[src/rtl/seq_det_prog.sv]
// ---------------------------------------------------------------------------
// seq_det_prog
//   Programmable serial pattern detector with a saturating match counter.
//   Valid serial bits are shifted into a history register. A match fires when
//   at least PAT_W bits have been collected since the last restart point and
//   the newest PAT_W bits equal the programmed pattern (oldest bit in the MSB).
//   Detection can be overlapping, where the window stays full after a match,
//   or non-overlapping, where the window restarts empty after a match.
//
// Parameters
//   PAT_W    pattern length in bits (2..16)
//   CNT_W    match counter width (1..16)
//   PAT_RST  pattern loaded by reset
//
// Ports
//   clk         clock, rising edge
//   rst         asynchronous active-high reset
//   in          serial data bit
//   in_valid    in is sampled only when high
//   pat_load    load pat_in as the new pattern and restart the window
//   pat_in      new pattern, bit PAT_W-1 is the oldest bit of the sequence
//   overlap_en  1 = overlapping detection, 0 = non-overlapping
//   clr_cnt     synchronous clear of match_cnt
//   q           registered match flag, one cycle after the completing bit
//   match_cnt   saturating count of matches
//   cnt_sat     high while match_cnt is at its maximum value
// ---------------------------------------------------------------------------
module seq_det_prog #(
    parameter int               PAT_W   = 4,
    parameter int               CNT_W   = 8,
    parameter logic [PAT_W-1:0] PAT_RST = {PAT_W{1'b1}}
) (
    input  logic             clk,
    input  logic             rst,
    input  logic             in,
    input  logic             in_valid,
    input  logic             pat_load,
    input  logic [PAT_W-1:0] pat_in,
    input  logic             overlap_en,
    input  logic             clr_cnt,
    output logic             q,
    output logic [CNT_W-1:0] match_cnt,
    output logic             cnt_sat
);

    localparam int               FILL_W    = $clog2(PAT_W + 1);
    localparam logic [FILL_W-1:0] FILL_FULL = FILL_W'(PAT_W);
    localparam logic [FILL_W-1:0] FILL_ONE  = FILL_W'(1);
    localparam logic [CNT_W-1:0]  CNT_MAX   = {CNT_W{1'b1}};
    localparam logic [CNT_W-1:0]  CNT_ONE   = CNT_W'(1);

    logic [PAT_W-1:0]  hist_reg;
    logic [PAT_W-1:0]  hist_next;
    logic [PAT_W-1:0]  pat_reg;
    logic [FILL_W-1:0] fill_reg;
    logic [FILL_W-1:0] fill_inc;
    logic [FILL_W-1:0] fill_next;
    logic              match;
    logic              q_reg;
    logic [CNT_W-1:0]  cnt_reg;
    logic [CNT_W-1:0]  cnt_next;

    // Candidate window after shifting in the current bit. The fill count
    // saturates at PAT_W so that, once full, every further bit is a candidate.
    always_comb begin
        hist_next = {hist_reg[PAT_W-2:0], in};
        fill_inc  = (fill_reg == FILL_FULL) ? FILL_FULL : fill_reg + FILL_ONE;
        match     = in_valid && !pat_load && (fill_inc == FILL_FULL)
                    && (hist_next == pat_reg);
        // Non-overlapping mode restarts the window empty after a match; the
        // history bits stay stale but can never be compared until PAT_W new
        // bits have replaced them.
        fill_next = (match && !overlap_en) ? '0 : fill_inc;
    end

    // Counter: clear wins over increment, but a match in the clear cycle
    // is still counted. Saturates instead of wrapping.
    always_comb begin
        cnt_next = cnt_reg;
        if (clr_cnt) begin
            cnt_next = match ? CNT_ONE : '0;
        end else if (match && (cnt_reg != CNT_MAX)) begin
            cnt_next = cnt_reg + CNT_ONE;
        end
    end

    // Window state and pattern. pat_load takes priority over in_valid and
    // discards the bit presented in the same cycle.
    always_ff @(posedge clk or posedge rst) begin
        if (rst) begin
            hist_reg <= '0;
            fill_reg <= '0;
            pat_reg  <= PAT_RST;
        end else if (pat_load) begin
            hist_reg <= '0;
            fill_reg <= '0;
            pat_reg  <= pat_in;
        end else if (in_valid) begin
            hist_reg <= hist_next;
            fill_reg <= fill_next;
        end
    end

    always_ff @(posedge clk or posedge rst) begin
        if (rst) begin
            q_reg   <= 1'b0;
            cnt_reg <= '0;
        end else begin
            q_reg   <= match;
            cnt_reg <= cnt_next;
        end
    end

    assign q         = q_reg;
    assign match_cnt = cnt_reg;
    assign cnt_sat   = (cnt_reg == CNT_MAX);

endmodule

[config.mk]
export PLATFORM = sky130hd
export DESIGN_NAME = seq_det_prog
export DESIGN_NICKNAME = d
export VERILOG_FILES = /design/src/rtl/seq_det_prog.sv
export SDC_FILE = /design/constraint.sdc
export NUM_CORES = 1
export LEC_CHECK = 0
export ABC_AREA = 0
export CORE_UTILIZATION = 49
export CTS_BUF_LIST = sky130_fd_sc_hd__clkbuf_16
export DETAILED_ROUTE_END_ITERATION = 16
export PLACE_DENSITY_LB_ADDON = 0.25
export REMOVE_ABC_BUFFERS = 1
export SLEW_MARGIN = 20
export SYNTH_ARGS = -nofsm -noshare
export SYNTH_HDL_FRONTEND = slang
export SYNTH_SLANG_ARGS = --single-unit
[constraint.sdc]
create_clock -name clk -period 3.4 [get_ports clk]
set_clock_uncertainty 0.2 [all_clocks]
set_input_delay 0.68 -clock clk [delete_from_list [all_inputs] [get_ports clk]]
set_output_delay 0.68 -clock clk [all_outputs]
set_load 0.05 [all_outputs]
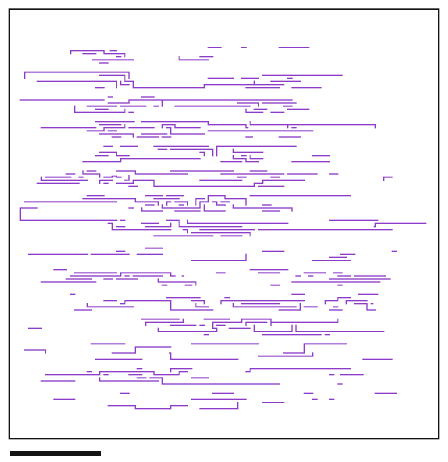
(run_1/layer_met1.png)
Bar = 10 um.
- main direction: horizontal
- longest straight run: 17.9 um
- share of all routed wire: 47%
overall via count from detail_route: 788
detailed-route wire length: 2030 um
M1 GR Usage: 0.285

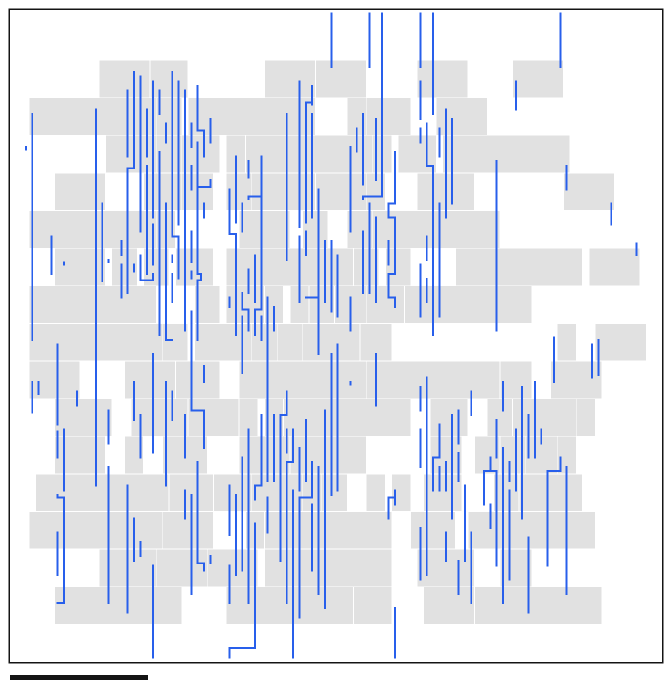
(run_1/layer_met2.png)
Bar = 10 um. Cells faint in the background.
- nets with wire on the layer: 115
- main direction: vertical

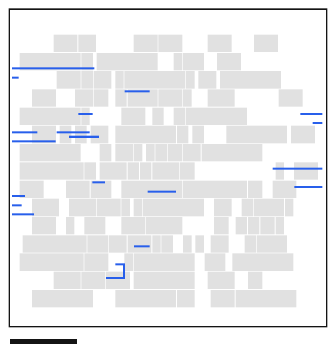
(run_1/layer_met3.png)
Bar = 10 um. Cells faint in the background.
- wire length on this layer: 70.6 um
- main direction: horizontal
- nets with wire on the layer: 16
met3 routing resource usage after global routing: 0.0385

==> flow_summary.rst, run 1 <==
Synthesis and place-and-route
=============================

.. list-table::
   :header-rows: 1

   * - Metric
     - Value
   * - Sequential fraction of the synthesis area
     - 0.481
   * - Part of the power in combinational logic
     - 0.093
   * - Clock share of power
     - 0.446
   * - Ordered cell list for the critical path
     - ha_1, and3_4, clkdlybuf4s50_1
   * - Flip-flop and latch area
     - 480 sq um
   * - Insertion delay to the later sink of the worst-skew pair
     - 0.25 ns
   * - Core region area
     - 1820 sq um
   * - Most common logic cells in the final layout
     - sky130_fd_sc_hd__clkdlybuf4s50_1 (20), sky130_fd_sc_hd__dfrtp_1 (15), sky130_fd_sc_hd__a21oi_1 (7), sky130_fd_sc_hd__nor2_1 (7), sky130_fd_sc_hd__inv_1 (6)
   * - Number of cells on the worst reg-to-reg path
     - 7
   * - Ao+oa area frac
     - 0.107
   * - Final standard cell area without fillers
     - roughly 1300 sq um
   * - Register fraction of the total cell area
     - 0.370
   * - Top-level port count
     - 21
   * - Final core occ
     - 0.713
   * - Max layer used
     - met4
   * - Highest-delay cell along the critical path
     - sky130_fd_sc_hd__clkdlybuf4s50_1
   * - Num sequential
     - 19
   * - Critical register-to-register path startpoint
     - fill_reg[0]
   * - Horiz. Die Dim
     - 47.1 um
   * - Required time of the critical path
     - between 2 and 3 ns
   * - Count of plain and timing-repair buffers in the layout
     - 22
   * - Worst slack after detailed placement
     - 0.511 ns
   * - Largest stage delay on the critical path
     - approximately 0.8 ns
   * - Most common flop cell mapped by yosys
     - sky130_fd_sc_hd__dfrtp_1
   * - Largest family of logic cells by area
     - simple AND/OR/NAND/NOR gates
   * - Yosys top cell by area
     - sky130_fd_sc_hd__dfrtp_1
   * - Relative contribution of sequential cells to total power
     - 0.461
   * - Type of element launching the critical path
     - register
   * - Number of H-tree levels
     - 1
   * - Fraction of cell area in non-clock buffers
     - 0.166
   * - P per Cell Area
     - 409 nW/um^2
   * - Starting DRC count in detailed routing
     - 18
   * - Total number of warnings across the stage logs
     - 26
   * - Post-DR wirelength/cell
     - 14.3 um
   * - Total routing usage reported by global routing
     - 0.221
   * - Cell family with most CP delay
     - buffers and inverters
   * - Distinct cells, synth
     - 35
   * - Critical register-to-register path endpoint
     - match_cnt[7]
   * - Standard-cell rows
     - 15
   * - Number of violations of the max-capacitance limit
     - 0
   * - Seq. pwr
     - 244 uW
   * - Layout area overhead
     - 29.9%
   * - Worst min-delay path startpoint
     - fill_reg[1]
   * - Worst Tran Pin Value
     - a little over 0.7 ns
   * - #MultiIn Comb
     - around 67
   * - Number of flops mapped to enable cells by yosys
     - 0
   * - Clock buffer count in the final layout
     - 3
   * - N_diodes
     - 0
   * - Number of cells on the worst hold path
     - 2
   * - Detailed-routed wire length on met2
     - 956 um
   * - CTS-repair resized insts
     - 0
   * - Post-synthesis mux area share
     - 0.0852
   * - Comb power
     - 49.4 uW
   * - Wire length of the first global-routing pass
     - 3310 um
   * - Beginning of the critical path
     - match_cnt[0]
   * - Synthesized flop and latch total
     - 19
   * - Number of logic stages on the critical path including buffering
     - 3
   * - Total overflow reported by the global router
     - 0
   * - Final period demand of the worst path
     - approximately 2.9 ns
   * - Power attributed to the clock group
     - 237 uW
   * - Antenna violations before repair
     - 0
   * - Antenna viol nets, final
     - 0
   * - Adder-cell share of the synthesized area
     - 0.0376
   * - Asr flop ratio synth
     - 1.00
   * - Setup repair after global routing missed its margin
     - no
   * - Gate count after technology mapping
     - 95
   * - Most frequently placed logic cell in the final layout
     - sky130_fd_sc_hd__clkdlybuf4s50_1
   * - Total count of max-transition violations in the final report
     - 0
   * - Fraction of area in clock buffers and inverters
     - 0.0608
   * - Average instance area after synthesis
     - 10.5 sq um
   * - Met1 wire length
     - ~960 um
   * - Xor/xnor cell area share of the yosys netlist
     - 0.0351
   * - Largest power group
     - sequential cells
   * - Number of hold buffers added after cts
     - 0
   * - WL met3
     - 70 um
   * - TritonCTS buffer count
     - 3
   * - Fill cells
     - 147
   * - Relative slew slack
     - 0.524
   * - GRT Max-Usage Layer
     - met2
   * - Buf+Inv Stages, Crit Path
     - 1
   * - Fraction of met2 tracks used by global routing
     - 0.350
   * - Proportion of netlist area held by the largest area contributor
     - 0.376
   * - GPL Wtd Cong
     - 0.768
   * - Detailed Routing Iterations Pass 1
     - 4
   * - Least setup slack across all paths after layout
     - 0.532 ns
   * - Number of cells in the design after placement
     - between 100 and 150
   * - Capturing element type of the critical path
     - output port
   * - DR vias/cell
     - 5.55
   * - P_leak
     - 0.000551 uW
   * - Destination of the critical timing path
     - cnt_sat
   * - Top post-synthesis cells by count
     - sky130_fd_sc_hd__dfrtp_1 (15), sky130_fd_sc_hd__a21oi_1 (7), sky130_fd_sc_hd__nor2_1 (7)
   * - Summed instance area of the synthesized netlist
     - 998 sq um
   * - Clock slew seen by the registers of the worst setup and hold paths
     - 0.05 ns
   * - Class of the tightest hold or removal check
     - register to register
   * - Number of flip-flops in the largest register
     - 8
   * - Sw Ratio
     - 0.205
   * - CTS tree
     - built
   * - Internal Dissipation
     - 421 uW
   * - Tapcell count
     - 25
   * - Switching power total
     - 109 uW
   * - Pin count of the biggest net entering global routing
     - 20
   * - Longest Clk Path Bufs
     - 2
   * - Biggest area cells
     - sky130_fd_sc_hd__dfrtp_1 (38%), sky130_fd_sc_hd__dfstp_2 (11%), sky130_fd_sc_hd__mux2_2 (4.5%)
   * - FP Core Util
     - 0.548
   * - Largest area class, layout
     - registers
   * - Total power draw
     - 530 uW
   * - Yosys stat area
     - 998 sq um
   * - Result of the run
     - completed
   * - Total cells reported by yosys after synthesis
     - 95
   * - Logic gate fraction of the total cell area
     - 0.365
   * - Tally of buffers added on design ports
     - 20
   * - Non-Filler Instances
     - 142
   * - Arr. time, crit path
     - approximately 2.0 ns
==> run_1/congestion.png <==
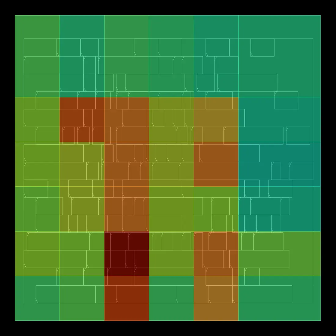

==> inputs of run 2 (changes only) <==
clock period = 3 ns   (was 3.4 ns; I/O delays follow)
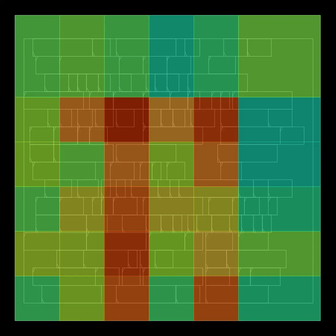
(run_2/congestion.png)
final core occ: 0.717
GRT Max-Usage Layer: met2
M1 GR Usage: 0.316

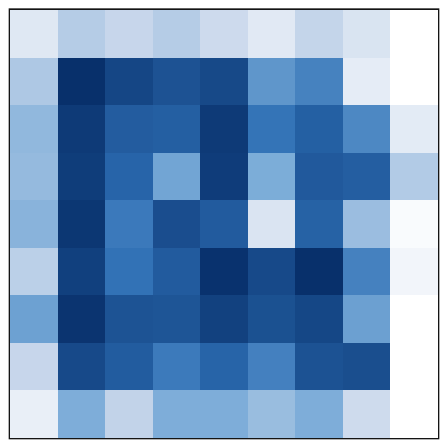
(run_2/cell_density.png)
9 x 9 tiles, from white (low) to dark blue (high), 0 to 100% covered.
- tiles over 75% full: 42%
- nearly empty tiles: 6.2%
- mean over tiles: 57%
- fullest tile: 100%
- emptiest ninth of the die: upper right
core region area: 1820 sq um
FP Core Util: 0.548

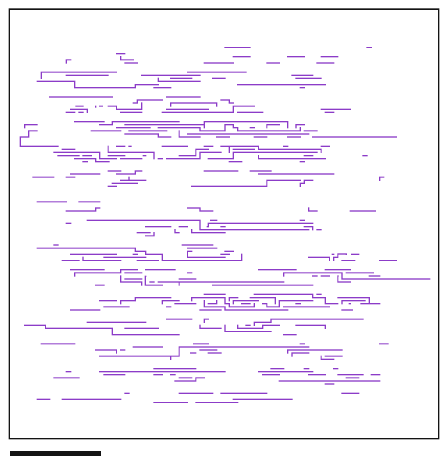
(run_2/layer_met1.png)
Bar = 10 um.
- main direction: horizontal
- nets with wire on the layer: 113
detailed-route wire length: 2020 um
overall via count from detail_route: 780

==> flow_summary.rst, run 2 <==
Synthesis and place-and-route
=============================

.. list-table::
   :header-rows: 1

   * - Metric
     - Value
   * - Class of the tightest hold or removal check
     - register to register
   * - Detailed Routing Iterations Pass 1
     - 4
   * - Switching power total
     - around 120 uW
   * - TritonCTS buffer count
     - 3
   * - Total cells reported by yosys after synthesis
     - 95
   * - Proportion of netlist area held by the largest area contributor
     - 0.376
   * - Result of the run
     - completed
   * - Most frequently placed logic cell in the final layout
     - sky130_fd_sc_hd__clkdlybuf4s50_1
   * - CTS-repair resized insts
     - 0
   * - Clock slew seen by the registers of the worst setup and hold paths
     - around 0.050 ns
   * - Number of flip-flops in the largest register
     - 8
   * - WL met3
     - 82 um
   * - Number of violations of the max-capacitance limit
     - 0
   * - Worst setup slack for register-to-register paths
     - 0.38 ns
   * - Num sequential
     - 19
   * - Number of clock sinks seen by CTS
     - 19
   * - P per Cell Area
     - ~460 nW/um^2
   * - Max layer used
     - met4
   * - Starting DRC count in detailed routing
     - 12
   * - Ao+oa area frac
     - 0.107
   * - Horiz. Die Dim
     - 47.1 um
   * - Number of cells on the worst reg-to-reg path
     - 7
   * - CTS tree
     - built
   * - Yosys stat area
     - between 900 and 1000 sq um
   * - #MultiIn Comb
     - 67
   * - Arr. time, crit path
     - ~2.0 ns
   * - Final period demand of the worst path
     - roughly 2.8 ns
   * - GPL Wtd Cong
     - 0.782
   * - Largest area class, layout
     - registers
   * - P_leak
     - 0.000556 uW
   * - Standard-cell rows
     - 15
   * - Endpoint of the worst hold path
     - fill_reg[1]
   * - N_diodes
     - 0
   * - Number of H-tree levels
     - 1
   * - Placed instance area
     - 1230 sq um
   * - Tally of buffers added on design ports
     - 20
   * - Capturing element type of the critical path
     - output port
   * - Xor/xnor cell area share of the yosys netlist
     - 0.0351
   * - Non-Filler Instances
     - 143
   * - Wire length of the first global-routing pass
     - 3550 um
   * - Number of cells in the design after placement
     - 139
   * - Required time of the critical path
     - ~2.2 ns
   * - Number of logic stages on the critical path including buffering
     - 3
   * - DR vias/cell
     - 5.45
   * - Largest stage delay on the critical path
     - 0.80 ns
   * - Total count of max-transition violations in the final report
     - 0
   * - Number of hold-slack violations in the final timing report
     - 0
   * - Clock share of power
     - 0.447
   * - Number of cells on the worst hold path
     - 2
   * - Fill cells
     - 144
   * - Biggest area cells
     - sky130_fd_sc_hd__dfrtp_1 (38%), sky130_fd_sc_hd__dfstp_2 (11%), sky130_fd_sc_hd__mux2_2 (4.5%)
   * - Number of flops mapped to enable cells by yosys
     - 0
   * - Total routing usage reported by global routing
     - 0.230
   * - Post-DR wirelength/cell
     - 14.1 um
   * - Summed instance area of the synthesized netlist
     - 998 sq um
   * - Ordered cell list for the critical path
     - ha_1, and3_4, clkdlybuf4s50_1
   * - Antenna violations before repair
     - 0
   * - Relative contribution of sequential cells to total power
     - 0.461
   * - Number of buffers added for setup after CTS
     - 0
   * - Pin count of the biggest net entering global routing
     - 20
   * - Share of cells above drive strength 1
     - 0.186
   * - Total overflow reported by the global router
     - 0
   * - Detailed-routed wire length on met2
     - 1030 um
   * - Antenna viol nets, final
     - 0
   * - Top post-synthesis cells by count
     - sky130_fd_sc_hd__dfrtp_1 (15), sky130_fd_sc_hd__a21oi_1 (7), sky130_fd_sc_hd__nor2_1 (7)
   * - Clock buffer count in the final layout
     - 3
   * - Type of element launching the critical path
     - register
   * - Yosys top cell by area
     - sky130_fd_sc_hd__dfrtp_1
   * - Sw Ratio
     - 0.205
   * - Most common flop cell mapped by yosys
     - sky130_fd_sc_hd__dfrtp_1
   * - Distinct cells, synth
     - 35
   * - Worst min-delay path startpoint
     - fill_reg[1]
   * - Relative slew slack
     - 0.519
   * - Number of hold buffers added after cts
     - 0
   * - Comb power
     - 55.4 uW
   * - Most common logic cells in the final layout
     - sky130_fd_sc_hd__clkdlybuf4s50_1 (20), sky130_fd_sc_hd__dfrtp_1 (15), sky130_fd_sc_hd__a21oi_1 (7), sky130_fd_sc_hd__nor2_1 (7), sky130_fd_sc_hd__inv_1 (6)
   * - Destination of the critical timing path
     - cnt_sat
   * - Logic gate fraction of the total cell area
     - 0.362
   * - Worst Tran Pin Value
     - 0.720 ns
   * - Total number of warnings across the stage logs
     - 26
   * - Fraction of cell area in non-clock buffers
     - 0.171
   * - Largest family of logic cells by area
     - simple AND/OR/NAND/NOR gates
   * - Final standard cell area without fillers
     - between 1000 and 1500 sq um
   * - Register fraction of the total cell area
     - 0.368
   * - Critical register-to-register path startpoint
     - fill_reg[0]
   * - Post-synthesis mux area share
     - 0.0852
   * - Flip-flop and latch area
     - 480 sq um
   * - Insertion delay to the later sink of the worst-skew pair
     - 0.25 ns
   * - Seq. pwr
     - 277 uW
   * - Longest Clk Path Bufs
     - 2
   * - Setup repair after global routing missed its margin
     - no
   * - Critical register-to-register path endpoint
     - match_cnt[5]
   * - Highest-delay cell along the critical path
     - sky130_fd_sc_hd__clkdlybuf4s50_1
   * - Total power draw
     - 600 uW
   * - Layout area overhead
     - 30.7%
   * - Adder-cell share of the synthesized area
     - 0.0376
   * - Tapcell count
     - 25
   * - Met3 routing resource usage after global routing
     - 0.0385
   * - Met1 wire length
     - 896 um
   * - Cell family with most CP delay
     - buffers and inverters
   * - Internal Dissipation
     - 477 uW
   * - Sequential fraction of the synthesis area
     - 0.481
   * - Gate count after technology mapping
     - 95
   * - Fraction of area in clock buffers and inverters
     - 0.0604
   * - Part of the power in combinational logic
     - 0.092
   * - Average instance area after synthesis
     - 10.5 sq um
   * - Fraction of met2 tracks used by global routing
     - 0.367
   * - Top-level port count
     - 21
   * - Buf+Inv Stages, Crit Path
     - 1
   * - Asr flop ratio synth
     - 1.00
   * - Largest power group
     - sequential cells
   * - Power attributed to the clock group
     - 269 uW
   * - Synthesized flop and latch total
     - 19
   * - Beginning of the critical path
     - match_cnt[0]
==> inputs of run 3 (changes only) <==
CAP_MARGIN = 5   (was not set)
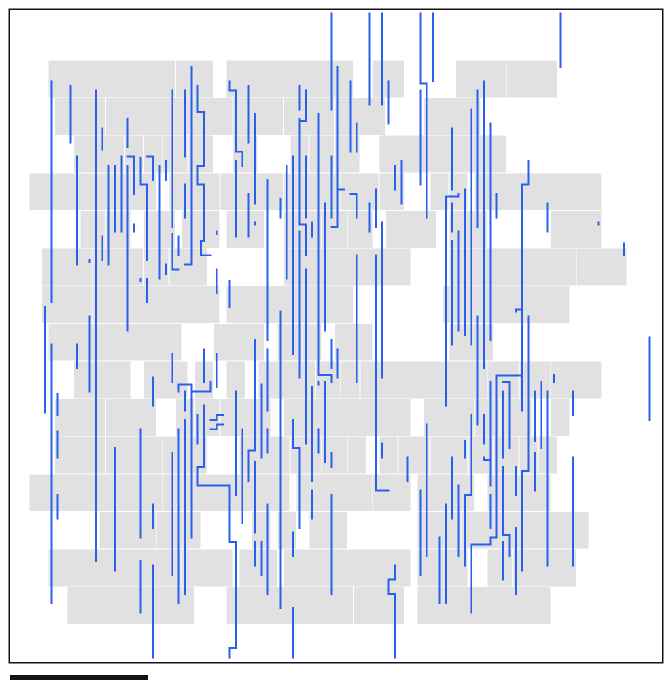
(run_3/layer_met2.png)
Bar = 10 um. Cells faint in the background.
- main direction: vertical
- nets with wire on the layer: 117
- longest straight run: 34.0 um
fraction of met2 tracks used by global routing: 0.367

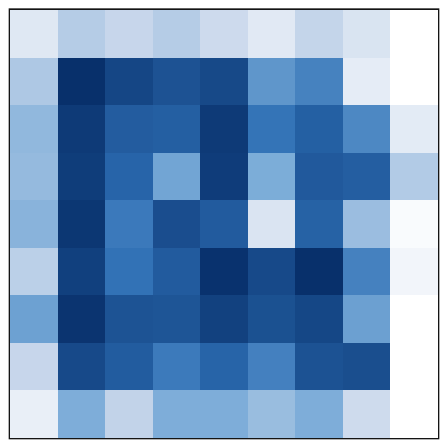
(run_3/cell_density.png)
9 x 9 tiles, from white (low) to dark blue (high), 0 to 100% covered.
- tiles over 75% full: 42%
- fullest tile: 100%
- nearly empty tiles: 6.2%
- mean over tiles: 57%
- emptiest ninth of the die: upper right

==> flow_summary.rst, run 3 <==
Synthesis and place-and-route
=============================

.. list-table::
   :header-rows: 1

   * - Metric
     - Value
   * - Result of the run
     - completed
   * - Biggest area cells
     - sky130_fd_sc_hd__dfrtp_1 (38%), sky130_fd_sc_hd__dfstp_2 (11%), sky130_fd_sc_hd__mux2_2 (4.5%)
   * - Longest Clk Path Bufs
     - 2
   * - Clock share of power
     - 0.447
   * - Die Footprint
     - 2220 sq um
   * - CTS-repair resized insts
     - 0
   * - Proportion of netlist area held by the largest area contributor
     - 0.376
   * - Flip-flop and latch area
     - roughly 480 sq um
   * - P per Cell Area
     - around 460 nW/um^2
   * - Ratio of final minimum period to clock period
     - 0.933
   * - Relative slew slack
     - 0.519
   * - Asr flop ratio synth
     - 1.00
   * - Worst slack after detailed placement
     - ~0.22 ns
   * - Logic gate fraction of the total cell area
     - 0.362
   * - Power attributed to the clock group
     - 269 uW
   * - Most common flop cell mapped by yosys
     - sky130_fd_sc_hd__dfrtp_1
   * - Distinct cells, synth
     - 35
   * - Ao+oa area frac
     - 0.107
   * - Number of cells on the worst reg-to-reg path
     - 7
   * - Most common logic cells in the final layout
     - sky130_fd_sc_hd__clkdlybuf4s50_1 (20), sky130_fd_sc_hd__dfrtp_1 (15), sky130_fd_sc_hd__a21oi_1 (7), sky130_fd_sc_hd__nor2_1 (7), sky130_fd_sc_hd__inv_1 (6)
   * - Startpoint-to-endpoint class of the critical path
     - register to output port
   * - Highest-delay cell along the critical path
     - sky130_fd_sc_hd__clkdlybuf4s50_1
   * - Final core occ
     - 0.717
   * - Sequential fraction of the synthesis area
     - 0.481
   * - Number of cells on the worst hold path
     - 2
   * - GPL Wtd Cong
     - 0.782
   * - Count of plain and timing-repair buffers in the layout
     - 23
   * - GRT Max-Usage Layer
     - met2
   * - Internal Dissipation
     - between 400 and 500 uW
   * - Wire length of the first global-routing pass
     - 3550 um
   * - Logic cell area
     - 473 sq um
   * - Number of flops mapped to enable cells by yosys
     - 0
   * - DR vias/cell
     - 5.45
   * - Number of H-tree levels
     - 1
   * - Placed instance area
     - 1230 sq um
   * - Standard-cell rows
     - 15
   * - CTS tree
     - built
   * - Yosys stat area
     - 998 sq um
   * - Critical register-to-register path startpoint
     - fill_reg[0]
   * - Clock slew seen by the registers of the worst setup and hold paths
     - 0.05 ns
   * - Warnings from Yosys
     - 0
   * - DRC violations left
     - 0
   * - Number of clock sinks seen by CTS
     - 19
   * - #MultiIn Comb
     - between 60 and 70
   * - Detailed-routed wire length on met2
     - 1030 um
   * - N_diodes
     - 0
   * - Share of cells above drive strength 1
     - 0.186
   * - Antenna viol nets, final
     - 0
   * - Most frequently placed logic cell in the final layout
     - sky130_fd_sc_hd__clkdlybuf4s50_1
   * - Number of hold-slack violations in the final timing report
     - 0
   * - Number of violations of the max-capacitance limit
     - 0
   * - Xor/xnor cell area share of the yosys netlist
     - 0.0351
   * - Number of cells in the design after placement
     - 139
   * - Required time of the critical path
     - 2.20 ns
   * - Average instance area after synthesis
     - 10.5 sq um
   * - Max layer used
     - met4
   * - Buf+Inv Stages, Crit Path
     - 1
   * - Yosys top cell by area
     - sky130_fd_sc_hd__dfrtp_1
   * - Total power draw
     - 600 uW
   * - FP Core Util
     - 0.548
   * - Register fraction of the total cell area
     - 0.368
   * - Fill cells
     - 144
   * - Setup repair after global routing missed its margin
     - no
   * - Clock buffer count in the final layout
     - 3
   * - Worst Tran Pin Value
     - around 0.7 ns
   * - Sw Ratio
     - 0.205
   * - Total count of max-transition violations in the final report
     - 0
   * - Arr. time, crit path
     - 2.00 ns
   * - Critical register-to-register path endpoint
     - match_cnt[5]
   * - Destination of the critical timing path
     - cnt_sat
   * - Endpoint of the worst hold path
     - fill_reg[1]
   * - Final period demand of the worst path
     - 2.80 ns
   * - Gate count after technology mapping
     - 95
   * - Worst setup slack for register-to-register paths
     - ~0.38 ns
   * - Insertion delay to the later sink of the worst-skew pair
     - 0.25 ns
   * - Overall via count from detail_route
     - 780
   * - Total cells reported by yosys after synthesis
     - 95
   * - Top post-synthesis cells by count
     - sky130_fd_sc_hd__dfrtp_1 (15), sky130_fd_sc_hd__a21oi_1 (7), sky130_fd_sc_hd__nor2_1 (7)
   * - Post-synthesis mux area share
     - 0.0852
   * - Layout area overhead
     - 30.7%
   * - Largest stage delay on the critical path
     - 0.80 ns
   * - Seq. pwr
     - 277 uW
   * - Antenna violations before repair
     - 0
   * - Met3 routing resource usage after global routing
     - 0.0385
   * - Number of hold buffers added after cts
     - 0
   * - Summed instance area of the synthesized netlist
     - 998 sq um
   * - Switching power total
     - about 120 uW
   * - Fraction of cell area in non-clock buffers
     - 0.171
   * - Met1 wire length
     - 896 um
   * - Detailed Routing Iterations Pass 1
     - 4
   * - P_leak
     - about 0.00056 uW
   * - Starting DRC count in detailed routing
     - 12
   * - Cell family with most CP delay
     - buffers and inverters
   * - Least setup slack across all paths after layout
     - between 0.2 and 0.25 ns
   * - Number of flip-flops in the largest register
     - 8
   * - Beginning of the critical path
     - match_cnt[0]
   * - Total number of warnings across the stage logs
     - 26
   * - Largest family of logic cells by area
     - simple AND/OR/NAND/NOR gates
   * - Num sequential
     - 19
   * - Largest area class, layout
     - registers
   * - Horiz. Die Dim
     - between 40 and 50 um
   * - Total overflow reported by the global router
     - 0
   * - Capturing element type of the critical path
     - output port
   * - Final standard cell area without fillers
     - 1310 sq um
   * - HPWL reported at the end of detailed placement
     - 1490 um
   * - Post-DR wirelength/cell
     - between 10 and 15 um
   * - Type of element launching the critical path
     - register
   * - Part of the power in combinational logic
     - 0.092
   * - Ordered cell list for the critical path
     - ha_1, and3_4, clkdlybuf4s50_1
   * - Max FO, Critical Path
     - 6
   * - Post-synthesis simple-gate area fraction
     - 0.209
   * - Tally of buffers added on design ports
     - 20
   * - Total routing usage reported by global routing
     - 0.230
   * - Die boundary height
     - 47.1 um
   * - Number of buffers added for setup after CTS
     - 0
   * - Tapcell count
     - 25
   * - Worst min-delay path startpoint
     - fill_reg[1]
   * - WL met3
     - just over 80 um
   * - Top-level port count
     - 21
   * - Setup violators final
     - 0
   * - Pin count of the biggest net entering global routing
     - 20
   * - Adder-cell share of the synthesized area
     - 0.0376
   * - Relative contribution of sequential cells to total power
     - 0.461
   * - Detailed-route wire length
     - slightly above 2000 um
   * - Synthesized flop and latch total
     - 19
   * - Count leader, synth
     - sky130_fd_sc_hd__dfrtp_1
   * - Fraction of area in clock buffers and inverters
     - 0.0604
   * - TritonCTS buffer count
     - 3
   * - Non-Filler Instances
     - 143
   * - Number of logic stages on the critical path including buffering
     - 3
   * - Largest power group
     - sequential cells
   * - Class of the tightest hold or removal check
     - register to register
   * - Core region area
     - 1820 sq um
   * - M1 GR Usage
     - 0.316
   * - Comb power
     - roughly 55 uW
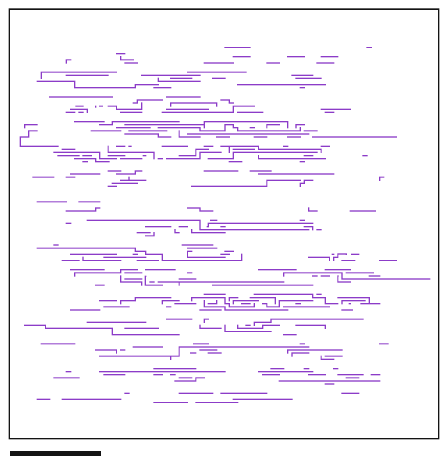
(run_3/layer_met1.png)
Bar = 10 um.
- longest straight run: 14.3 um
- nets with wire on the layer: 113
- share of all routed wire: 44%
- main direction: horizontal
- wire length on this layer: 897 um

Power is estimated from default activity; no workload was simulated.
